`src/rtl/free_slot_selector_pkg.sv`:
```
// Shared slot-array sizing for the allocation front end.
// N is the superscalar dispatch width, RS_SZ the number of reservation-station slots.
package free_slot_selector_pkg;

  localparam int N     = 3;
  localparam int RS_SZ = 16;

endpackage : free_slot_selector_pkg

```
`src/rtl/free_slot_selector_popcount_tree.sv`:
```
// Balanced adder tree counting the set bits of a vector of any width.
// The input is zero-padded to the next power of two so every level pairs cleanly.
module free_slot_selector_popcount_tree
  import free_slot_selector_pkg::*;
#(
  parameter  int WIDTH  = RS_SZ,
  localparam int CNT_W  = $clog2(WIDTH + 1),
  localparam int LEVELS = $clog2(WIDTH),
  localparam int PAD_W  = 1 << LEVELS
) (
  input  logic [WIDTH-1:0] bits,
  output logic [CNT_W-1:0] count
);

  logic [PAD_W-1:0] padded_s;

  assign padded_s = PAD_W'(bits);

  // Every partial sum is bounded by WIDTH, so CNT_W bits suffice at each level.
  for (genvar lv = 0; lv <= LEVELS; lv++) begin : g_lvl
    localparam int NODES = PAD_W >> lv;
    logic [CNT_W-1:0] sum_s [NODES];
    for (genvar j = 0; j < NODES; j++) begin : g_node
      if (lv == 0) begin : g_leaf
        assign sum_s[j] = CNT_W'(padded_s[j]);
      end else begin : g_add
        assign sum_s[j] = g_lvl[lv-1].sum_s[2*j] + g_lvl[lv-1].sum_s[2*j+1];
      end
    end
  end

  assign count = g_lvl[LEVELS].sum_s[0];

endmodule : free_slot_selector_popcount_tree

```
`src/rtl/free_slot_selector.sv`:
```
// Picks up to REQS free slots lowest-first as one-hot grants and reports the
// free-slot count plus dispatch capacity clamped to REQS (also registered).
module free_slot_selector
  import free_slot_selector_pkg::*;
#(
  parameter  int WIDTH  = RS_SZ,
  parameter  int REQS   = N,
  localparam int CNT_W  = $clog2(WIDTH + 1),
  localparam int SPOT_W = $clog2(REQS + 1)
) (
  input  logic                        clock,
  input  logic                        reset,
  input  logic [WIDTH-1:0]            req,
  output logic [REQS-1:0][WIDTH-1:0]  gnt_bus,
  output logic [CNT_W-1:0]            count_ones,
  output logic [SPOT_W-1:0]           spots,
  output logic [SPOT_W-1:0]           spots_q
);

  localparam logic [WIDTH-1:0] ONE_W = WIDTH'(1);

  logic [CNT_W-1:0]  count_ones_s;
  logic [SPOT_W-1:0] spots_s;
  logic [SPOT_W-1:0] spots_q_r;

  free_slot_selector_popcount_tree #(
    .WIDTH (WIDTH)
  ) u_popcount (
    .bits  (req),
    .count (count_ones_s)
  );

  // Each stage sees the free bits left over by earlier stages and isolates the lowest one.
  for (genvar i = 0; i < REQS; i++) begin : g_stage
    logic [WIDTH-1:0] avail_s;
    logic [WIDTH-1:0] gnt_s;
    if (i == 0) begin : g_first
      assign avail_s = req;
    end else begin : g_next
      assign avail_s = g_stage[i-1].avail_s & ~g_stage[i-1].gnt_s;
    end
    assign gnt_s      = avail_s & ~(avail_s - ONE_W);
    assign gnt_bus[i] = gnt_s;
  end

  // Clamp capacity at REQS, comparing at full integer width.
  always_comb begin
    spots_s = {SPOT_W{1'b0}};
    if (int'(count_ones_s) > REQS) begin
      spots_s = SPOT_W'(REQS);
    end else begin
      spots_s = SPOT_W'(count_ones_s);
    end
  end

  // One-cycle delayed capacity for the dispatch stage; reset takes priority.
  always_ff @(posedge clock) begin
    if (reset) begin
      spots_q_r <= {SPOT_W{1'b0}};
    end else begin
      spots_q_r <= spots_s;
    end
  end

  assign count_ones = count_ones_s;
  assign spots      = spots_s;
  assign spots_q    = spots_q_r;

endmodule : free_slot_selector

```
`config.mk`:
```
export PLATFORM = sky130hd
export DESIGN_NAME = free_slot_selector
export DESIGN_NICKNAME = d
export VERILOG_FILES = /design/src/rtl/free_slot_selector_pkg.sv /design/src/rtl/free_slot_selector_popcount_tree.sv /design/src/rtl/free_slot_selector.sv
export SDC_FILE = /design/constraint.sdc
export NUM_CORES = 1
export LEC_CHECK = 0
export ABC_CLOCK_PERIOD_IN_PS = 12700
export CAP_MARGIN = 20
export CORE_MARGIN = 2
export CORE_UTILIZATION = 25
export CTS_BUF_LIST = sky130_fd_sc_hd__clkbuf_16
export DETAILED_ROUTE_END_ITERATION = 6
export PLACE_DENSITY = 0.56
export SYNTH_ARGS = -nofsm -noshare
export SYNTH_HDL_FRONTEND = slang
export SYNTH_SLANG_ARGS = --single-unit
```
`constraint.sdc`:
```
create_clock -name clock -period 12.7 [get_ports clock]
set_clock_uncertainty 0.2 [all_clocks]
set_input_delay 1.905 -clock clock [delete_from_list [all_inputs] [get_ports clock]]
set_output_delay 1.905 -clock clock [all_outputs]
set_load 0.02 [all_outputs]
```
==> impl_metrics.tcl <==
# yosys + openroad results
set metrics [dict create \
    logic_family "adder cells" \
    h-tree-depth 1 \
    edf_count 0 \
    gp_congestion 0.907 \
    ys_cells 224 \
    die_area_um2 7350 \
    largest_reg_flops 2 \
    die_x_um 85.7 \
    grt_antenna_before_repair 0 \
    nets 349 \
    ant_nets 0 \
    grt_max_degree 11 \
    drc 5 \
    cts_setup_buffers 0 \
    finalCritPeriodShare 0.709 \
    vias 1818 \
    logic_area_um2 1440 \
    busiest_layer "met2" \
    yosys_most_used_dff "dfxtp_1" \
    synthSimpleGateAreaFrac 0.309 \
    synth_adder_area_share 0.324 \
    synthTopCellsByArea "ha_1 (18%), fa_1 (13%), inv_1 (9.7%)" \
    layout_top_cell "clkdlybuf4s50_1" \
    root_buffer "clkbuf_16" \
    maxCapViolCount 0 \
    tightest_slew_ps 738 \
    coreArea_um2 6420 \
    startpoint_type "input port" \
    die_h_um 85.7 \
    ioPinCount 75 \
    cp_cell_sequence "clkdlybuf4s50_1 -> ha_1 -> inv_1 -> fa_1 -> fa_1 -> fa_1 -> inv_1 -> fa_1 -> ha_1 -> inv_1 -> fa_1 -> inv_1 -> or3_1 -> or2_2 -> clkdlybuf4s50_1" \
    dp_hpwl_mm 4.13 \
    setup_viol 0 \
    dp.cells 368 \
    wl_per_cell_um 12.8 \
    worst_slack_ps 3700 \
    grtUsageMet3 0.0202 \
    ys.flops 2 \
    grt_pass1_wl_mm 7.89 \
    vdd_drop_max_v 0.000249 \
    status "finished, violations left" \
    diodes 0 \
    finalMaxSlewViolations 0 \
    fp-utilization 0.260 \
    mux_area_frac 0.0120 \
    violations "design-rule violations" \
]
==> metal layers <==
metal	wire length, um	vias to the layer above	share of wire
met5	0	-	0
met4	11	0	0.0023
met3	222	2	0.047
met2	2340	39	0.49
met1	2200	843	0.46
li1	-	934	-
==> path summary, 6_finish.rpt <==
kind	slack, ps	end	cells after the start	start
setup / recovery	3700	spots[0]	15	req[8]
hold / removal	2060	spots_q[0]	2	reset
==> logic make-up (layout without fill, tap and decap cells) <==
group / Yosys count / in the layout
simple gates: 87 / 87
buf+inv: 49 / 117
compound gates: 39 / 39
fa+ha+maj: 37 / 37
xor+xnor: 7 / 7
mux: 2 / 2
flops: 2 / 2
other cells: 1 / 3
==> stage by stage <==
| stage | hold slack [ps] | cell area (um2) | util | power (mW) |
|---|---|---|---|---|
| 6_report | 2060 | 2520 | 0.393 | 0.312 |
| 5_1_grt | 2090 | 2520 | 0.393 | 0.342 |
| 4_1_cts | 2060 | 2520 | 0.393 | 0.318 |
| 3_5_place_dp | 2270 | 2450 | 0.381 | 0.264 |
| 3_3_place_gp | 2280 | 2450 | 0.381 | 0.266 |
| 2_1_floorplan | 1780 | 1680 | - | 0.166 |
==> where the power goes <==
| part | internal, mW | switching, mW |
|---|---|---|
| clock | 0.0400 | 0.00681 |
| sequential | 0.00981 | 0.000689 |
| combinational | 0.120 | 0.134 |
| total | 0.170 | 0.142 |
==> critical path: cells and delay by family <==
| family | cells | cell delay, ps |
|---|---|---|
| adder cells (fa/ha/maj) | 7 | 2900 |
| buffers and inverters | 6 | 1420 |
| AND/OR/NAND/NOR | 2 | 660 |
==> area by class of cell <==
cell class / instances / share of cell area
multi-input combinational: 175 / 0.570
timing repair buffer: 71 / 0.282
inverter: 43 / 0.0640
tap: 77 / 0.0382
clock buffer: 3 / 0.0298
sequential: 2 / 0.0159
### Floorplan with the power grid

Scale bar: 20 um. Pins as bars on the die edge.
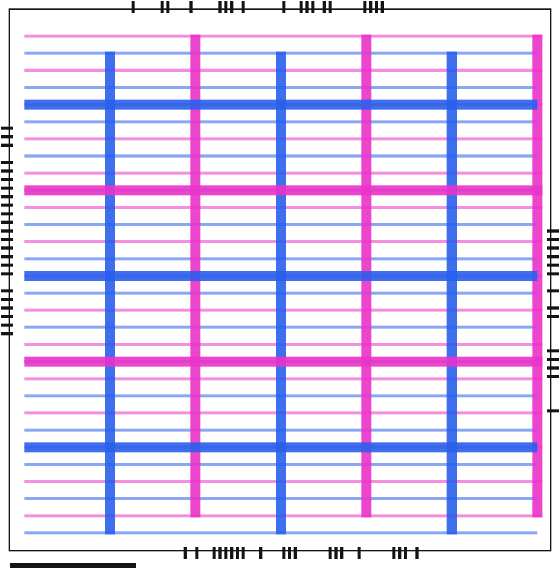
| color | net |
|---|---|
| blue | VSS |
| magenta | VDD |
signal pins: 75
met4 straps: 6
rows: 29
met1 rails: 30

### Cells colored by class

Scale bar: 20 um.
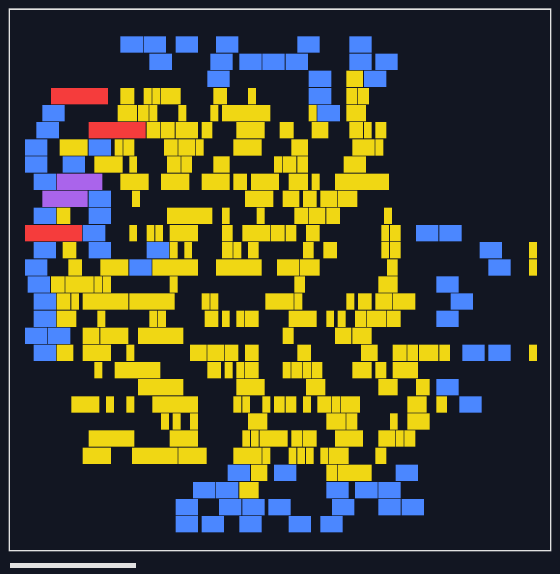
| color | class | cells | share of their area |
|---|---|---|---|
| red | clock drivers | 3 | 3.1% |
| purple | sequential cells | 2 | 1.7% |
| blue | remaining buffers and delay cells | 71 | 29% |
| yellow | combinational and other logic | 218 | 66% |

### Routed clock nets over the placement

Scale bar: 20 um.
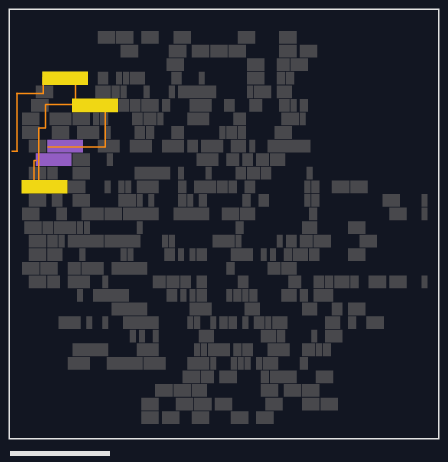
[yellow] clock drivers | count: 3
[orange] clock wires | length: 81.7 um
[purple] flip-flops | count: 2
routed clock nets: 4

### Routed metal, one color a layer

Only two layers are drawn.
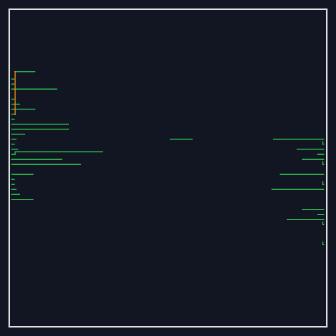
| color | layer | wire length |
|---|---|---|
| orange | metal 4 | 11.6 um |
| green | metal 3 | 222 um |

### Cell outlines without signal wires

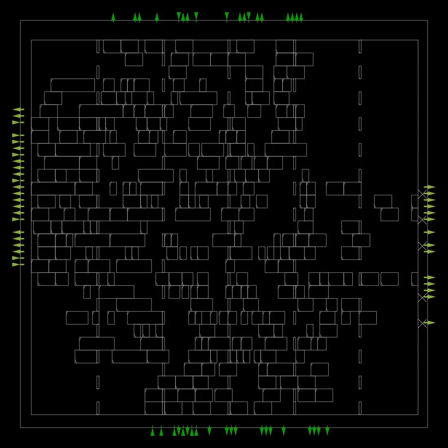
Seq area share: 0.0159
Site Rows: 29

Power is estimated from default activity; no workload was simulated.
